$ cat config.mk
export PLATFORM = sky130hd
export DESIGN_NAME = fw_loader_flat
export DESIGN_NICKNAME = d
export VERILOG_FILES = /design/src/rtl/fw_loader_pkg.sv /design/src/rtl/fw_loader_if.sv /design/src/rtl/fw_word_assembler.sv /design/src/rtl/fw_loader.sv /design/src/flat_wrapper.sv
export SDC_FILE = /design/constraint.sdc
export NUM_CORES = 1
export LEC_CHECK = 0
export ABC_CLOCK_PERIOD_IN_PS = 3440
export CORE_MARGIN = 5
export CORE_UTILIZATION = 40
export CTS_BUF_LIST = sky130_fd_sc_hd__clkbuf_8
export CTS_CLUSTER_DIAMETER = 120
export DETAILED_ROUTE_END_ITERATION = 10
export HOLD_SLACK_MARGIN = 0.05
export PLACE_DENSITY = 0.58
export SLEW_MARGIN = 20
export SYNTH_ARGS = -nofsm -noshare
export SYNTH_HDL_FRONTEND = slang
export SYNTH_SLANG_ARGS = --single-unit
$ cat constraint.sdc
create_clock -name clk -period 3.44 [get_ports clk]
set_clock_uncertainty 0.15 [all_clocks]
set_input_delay 0.86 -clock clk [delete_from_list [all_inputs] [get_ports clk]]
set_output_delay 0.86 -clock clk [all_outputs]
set_load 0.02 [all_outputs]
$ cat src/rtl/fw_loader_pkg.sv
// Shared types and constants for the firmware loader.
package fw_loader_pkg;

  localparam int HDR_BYTES  = 4;
  localparam int WORD_BYTES = 4;
  localparam int DATA_W     = 32;

  typedef enum logic [2:0] {
    S_LEN  = 3'd0,
    S_DATA = 3'd1,
    S_CSUM = 3'd2,
    S_DONE = 3'd3,
    S_ERR  = 3'd4
  } state_e;

endpackage

$ cat src/rtl/fw_loader_if.sv
// Byte-source and memory-write-port bundle for fw_loader.
interface fw_loader_if
  import fw_loader_pkg::*;
#(
  parameter int ADDR_W = 10
) ();

  logic [7:0]        rx_data;
  logic              rx_valid;
  logic              rx_ready;
  logic              mem_we;
  logic [ADDR_W-1:0] mem_addr;
  logic [DATA_W-1:0] mem_wdata;

  modport master (
    input  rx_data, rx_valid,
    output rx_ready, mem_we, mem_addr, mem_wdata
  );

  modport slave (
    output rx_data, rx_valid,
    input  rx_ready, mem_we, mem_addr, mem_wdata
  );

endinterface

$ cat src/rtl/fw_word_assembler.sv
// Little-endian byte-to-word assembler; word_valid fires in the cycle the last byte arrives.
module fw_word_assembler
  import fw_loader_pkg::*;
(
  input  logic              clk,
  input  logic              reset_n,
  input  logic              clear,
  input  logic              byte_valid,
  input  logic [7:0]        byte_data,
  output logic              word_valid,
  output logic [DATA_W-1:0] word
);

  localparam int CNT_W = $clog2(WORD_BYTES);

  logic [CNT_W-1:0]  cnt_q, cnt_d;
  logic [DATA_W-9:0] shift_q, shift_d;

  always_comb begin
    cnt_d      = cnt_q;
    shift_d    = shift_q;
    word_valid = byte_valid && (cnt_q == CNT_W'(WORD_BYTES - 1));
    // earlier bytes sit in the low lanes, so the arriving byte completes the top lane
    word       = {byte_data, shift_q};
    if (clear) begin
      cnt_d   = '0;
      shift_d = '0;
    end else if (byte_valid) begin
      cnt_d   = cnt_q + 1'b1;
      shift_d = {byte_data, shift_q[DATA_W-9:8]};
    end
  end

  always_ff @(posedge clk or negedge reset_n) begin
    if (!reset_n) begin
      cnt_q   <= '0;
      shift_q <= '0;
    end else begin
      cnt_q   <= cnt_d;
      shift_q <= shift_d;
    end
  end

endmodule

$ cat src/rtl/fw_loader.sv
// Front-door firmware loader: length header, N little-endian words, core held in reset until done.
// Optional trailing XOR checksum when FW_LOADER_CHECKSUM_EN is defined.
module fw_loader
  import fw_loader_pkg::*;
#(
  parameter int ADDR_W    = 10,
  parameter int BASE_ADDR = 0,
  parameter int MAX_WORDS = 1024
) (
  input  logic       clk,
  input  logic       reset_n,
  fw_loader_if.master bus,
  output logic       core_reset_n,
  output logic       done,
  output logic       error
);

  localparam int CNT_W = ADDR_W + 1;

`ifdef FW_LOADER_CHECKSUM_EN
  localparam state_e S_AFTER_DATA = S_CSUM;
`else
  localparam state_e S_AFTER_DATA = S_DONE;
`endif

  state_e            state_q, state_d;
  logic [CNT_W-1:0]  len_q, len_d;
  logic [CNT_W-1:0]  word_idx_q, word_idx_d;
  logic              rx_ready_q, rx_ready_d;
  logic              mem_we_q, mem_we_d;
  logic [ADDR_W-1:0] mem_addr_q, mem_addr_d;
  logic [DATA_W-1:0] mem_wdata_q, mem_wdata_d;
  logic              done_q, done_d;
  logic              error_q, error_d;
  logic              core_rst_n_q, core_rst_n_d;
`ifdef FW_LOADER_CHECKSUM_EN
  logic [DATA_W-1:0] csum_q, csum_d;
`endif

  logic              byte_fire;
  logic              asm_clear;
  logic              word_valid;
  logic [DATA_W-1:0] word;

  assign byte_fire = bus.rx_valid & rx_ready_q;
  // Counters already sit at zero on every field boundary; the clear keeps fields independent.
  assign asm_clear = (state_d != state_q);

  fw_word_assembler u_asm (
    .clk        (clk),
    .reset_n    (reset_n),
    .clear      (asm_clear),
    .byte_valid (byte_fire),
    .byte_data  (bus.rx_data),
    .word_valid (word_valid),
    .word       (word)
  );

  always_comb begin
    state_d     = state_q;
    len_d       = len_q;
    word_idx_d  = word_idx_q;
    mem_we_d    = 1'b0;
    mem_addr_d  = mem_addr_q;
    mem_wdata_d = mem_wdata_q;
`ifdef FW_LOADER_CHECKSUM_EN
    csum_d      = csum_q;
`endif

    case (state_q)
      S_LEN: begin
        if (word_valid) begin
          if (word == '0) begin
            state_d = S_AFTER_DATA;
          end else if (word > DATA_W'(MAX_WORDS)) begin
            state_d = S_ERR;
          end else begin
            len_d   = word[CNT_W-1:0];
            state_d = S_DATA;
          end
        end
      end
      S_DATA: begin
        // Leave S_DATA as the last word completes; its write strobe lands in the next cycle.
        if (word_valid) begin
          mem_we_d    = 1'b1;
          mem_addr_d  = ADDR_W'(BASE_ADDR) + word_idx_q[ADDR_W-1:0];
          mem_wdata_d = word;
          word_idx_d  = word_idx_q + CNT_W'(1);
`ifdef FW_LOADER_CHECKSUM_EN
          csum_d      = csum_q ^ word;
`endif
          if (word_idx_d == len_q) state_d = S_AFTER_DATA;
        end
      end
`ifdef FW_LOADER_CHECKSUM_EN
      S_CSUM: begin
        if (word_valid) state_d = (word == csum_q) ? S_DONE : S_ERR;
      end
`endif
      default: state_d = state_q;
    endcase

    rx_ready_d   = (state_d == S_LEN) || (state_d == S_DATA) || (state_d == S_CSUM);
    done_d       = done_q | (state_q == S_DONE);
    core_rst_n_d = core_rst_n_q | (state_q == S_DONE);
    error_d      = error_q | (state_q == S_ERR);
  end

  always_ff @(posedge clk or negedge reset_n) begin
    if (!reset_n) begin
      state_q      <= S_LEN;
      len_q        <= '0;
      word_idx_q   <= '0;
      rx_ready_q   <= 1'b0;
      mem_we_q     <= 1'b0;
      mem_addr_q   <= '0;
      mem_wdata_q  <= '0;
      done_q       <= 1'b0;
      error_q      <= 1'b0;
      core_rst_n_q <= 1'b0;
`ifdef FW_LOADER_CHECKSUM_EN
      csum_q       <= '0;
`endif
    end else begin
      state_q      <= state_d;
      len_q        <= len_d;
      word_idx_q   <= word_idx_d;
      rx_ready_q   <= rx_ready_d;
      mem_we_q     <= mem_we_d;
      mem_addr_q   <= mem_addr_d;
      mem_wdata_q  <= mem_wdata_d;
      done_q       <= done_d;
      error_q      <= error_d;
      core_rst_n_q <= core_rst_n_d;
`ifdef FW_LOADER_CHECKSUM_EN
      csum_q       <= csum_d;
`endif
    end
  end

  assign bus.rx_ready  = rx_ready_q;
  assign bus.mem_we    = mem_we_q;
  assign bus.mem_addr  = mem_addr_q;
  assign bus.mem_wdata = mem_wdata_q;
  assign done          = done_q;
  assign error         = error_q;
  assign core_reset_n  = core_rst_n_q;

endmodule

$ cat src/flat_wrapper.sv
// flat-port wrapper written by rule: the top's interface ports become plain ports
module fw_loader_flat import fw_loader_pkg::*;
#(
  parameter int ADDR_W    = 10,
  parameter int BASE_ADDR = 0,
  parameter int MAX_WORDS = 1024
)
  (clk, reset_n, core_reset_n, done, error, bus_rx_data, bus_rx_valid, bus_rx_ready, bus_mem_we, bus_mem_addr, bus_mem_wdata);
  fw_loader_if #(.ADDR_W(ADDR_W)) bus_i ();
  input  logic clk;
  input  logic reset_n;
  output logic core_reset_n;
  output logic done;
  output logic error;
  input wire logic [$bits(bus_i.rx_data)-1:0] bus_rx_data;
  input wire logic [$bits(bus_i.rx_valid)-1:0] bus_rx_valid;
  output wire logic [$bits(bus_i.rx_ready)-1:0] bus_rx_ready;
  output wire logic [$bits(bus_i.mem_we)-1:0] bus_mem_we;
  output wire logic [$bits(bus_i.mem_addr)-1:0] bus_mem_addr;
  output wire logic [$bits(bus_i.mem_wdata)-1:0] bus_mem_wdata;
  assign bus_i.rx_data = bus_rx_data;
  assign bus_i.rx_valid = bus_rx_valid;
  assign bus_rx_ready = bus_i.rx_ready;
  assign bus_mem_we = bus_i.mem_we;
  assign bus_mem_addr = bus_i.mem_addr;
  assign bus_mem_wdata = bus_i.mem_wdata;
  fw_loader #(.ADDR_W(ADDR_W), .BASE_ADDR(BASE_ADDR), .MAX_WORDS(MAX_WORDS)) u_core (.clk(clk), .reset_n(reset_n), .bus(bus_i), .core_reset_n(core_reset_n), .done(done), .error(error));
endmodule
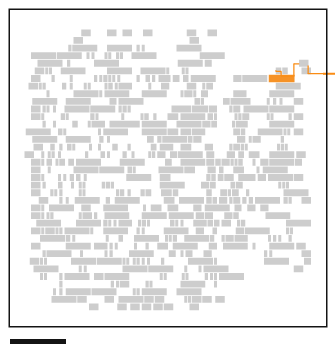
(images/io_fan.png)
Scale bar: 20 µm.
`core_reset_n`: marked orange, direction output, end cells 1, buffers 1, wire 23.8 µm.
number of buffers added on ports: 57
num ports: 58

==> impl_metrics.ini <==
; generated from flow reports
[yosys]
synthMostInstantiatedCell = sky130_fd_sc_hd__nand2_1
async_flop_share = 1.00
synthDistinctLibCells = 42

[route]
number_of_drc_violations_after_detailed_routing = 0
average_detailed_routed_wire_length_per_instance_um = 14.6

[run_status]
run_status = finished, final reports clean

[layout]
layout.cells.most_common_list = sky130_fd_sc_hd__nand2_1, sky130_fd_sc_hd__dfrtp_1, sky130_fd_sc_hd__clkdlybuf4s50_1
antenna_cells = 0
flip_flop_and_latch_area_um2 = 2450
areaGrowthSynthToFinish_pct = 21.9

[min_path]
worst_hold_startpoint = u_core.error$_DFF_PN0_

[floorplanning]
design.core.area_um2 = 10300
initial_core_util = 0.410

[worst_setup_path]
worstPathMaxFanout = 6
nature_of_the_critical_path_endpoint = register
worstPathArrival_ns = 3.04

[clocking]
number_of_buffers_inserted_during_clock_tree_synthesis = 9
clock.latency.late_pin_ns = 0.36

[sta]
max-slew-margin-rel = 0.395
setup_viol_count_final = 0
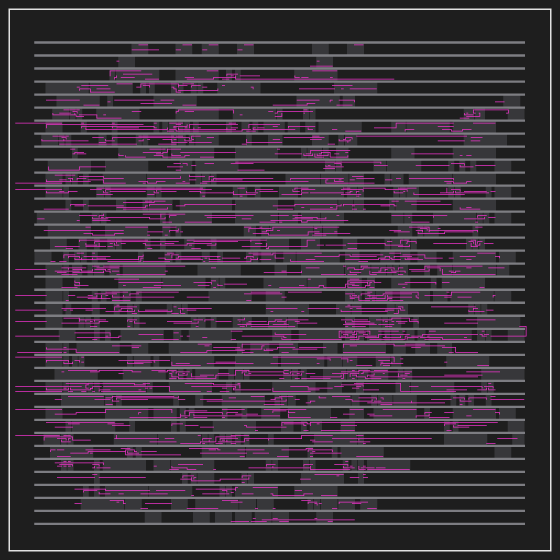
(images/layer_met1.png)
Supply wires on this layer in grey.
The wires run mostly horizontal. 466 nets have wire on it. The layer holds 46% of the routed length. The layer carries 4370 µm of wire.
GR met1 Demand/Resource: 0.208
number of vias in the routed layout: 3159
drt total wl: 9.41 mm

cell families (layout without fill, tap and decap cells):
logic type      count (synthesis)  after routing  share of synthesized area
compound gates                 45             45                     0.0659
fa+ha+maj                       2              2                    0.00591
mux                            12             12                     0.0319
simple gates                  237            237                      0.236
buf+inv                        28             90                     0.0328
flops                          98             98                      0.579
xor+xnor                       23             23                     0.0476
state kept, by name, summed over array words and instances, names as in the netlist:
signal                count
u_core.bus.mem_addr      10
u_core.error              1
u_core.core_reset_n       1
u_core.bus.mem_we         1
u_core.state_q            3
u_core.len_q             11
u_core.u_asm.cnt_q        2
u_core.bus.mem_wdata     32
u_core.word_idx_q        11
u_core.u_asm.shift_q     24
u_core.bus.rx_ready       1
u_core.done               1
where the power goes:
group / total, mW / internal [mW] / leakage (nW) / switching, mW
Combinational: 0.359 / 0.155 / 1.08 / 0.203
Clock: 0.733 / 0.335 / 0.0966 / 0.398
Sequential: 1.47 / 1.30 / 1.32 / 0.176
stage by stage:
| step | util | hold WS (ns) | cell area, µm² |
|---|---|---|---|
| after CTS | 0.500 | 0.326 | 5160 |
| after global routing | 0.500 | 0.352 | 5160 |
| after floorplan | - | 0.312 | 4230 |
| after detailed placement | 0.481 | 0.308 | 4970 |
| after global placement | 0.481 | 0.299 | 4970 |
| final | 0.500 | 0.314 | 5160 |
cell type report:
cell class / instances / share of cell area
Sequential cell: 98 / 0.475
Multi-Input combinational cell: 319 / 0.318
Timing Repair Buffer: 69 / 0.132
Tap cell: 136 / 0.0330
Clock buffer: 9 / 0.0240
Clock inverter: 7 / 0.0138
Inverter: 5 / 0.00364
worst reg2reg max path: stages, from the launching register on:
cell and delay (ns):
sky130_fd_sc_hd__dfrtp_1 0.47, sky130_fd_sc_hd__ha_1 0.27, sky130_fd_sc_hd__and3_4 0.23, sky130_fd_sc_hd__nand3_4 0.11, sky130_fd_sc_hd__or3_1 0.39, sky130_fd_sc_hd__a221o_1 0.41, sky130_fd_sc_hd__or2_1 0.27, sky130_fd_sc_hd__a31o_1 0.22
metal layers:
layer | vias up | GRT usage | wire length, µm | share of wire
met5 | - | 0 | 0 | 0
met2 | 61 | 0.261 | 4580 | 0.49
met4 | 0 | 0.0361 | 70 | 0.0074
met1 | 1516 | 0.208 | 4370 | 0.46
met3 | 6 | 0.0406 | 389 | 0.041
li1 | 1576 | - | - | -
how the worst max path moves through the flow:
stage / startpoint / endpoint / slack (ns) / cells past startpoint
after floorplan: bus_rx_data[0] / u_core.len_q[10]$_DFFE_PN0P_ / 0.87 / 7
after global placement: bus_rx_data[0] / u_core.len_q[8]$_DFFE_PN0P_ / 0.23 / 8
after detailed placement: bus_rx_data[0] / u_core.len_q[10]$_DFFE_PN0P_ / 0.16 / 8
after CTS: bus_rx_data[0] / u_core.len_q[10]$_DFFE_PN0P_ / 0.53 / 8
after global routing: bus_rx_data[1] / u_core.len_q[5]$_DFFE_PN0P_ / 0.39 / 8
final: bus_rx_data[1] / u_core.len_q[10]$_DFFE_PN0P_ / 0.49 / 8
Power figures rest on the tool's default switching activity, not on a simulated workload.
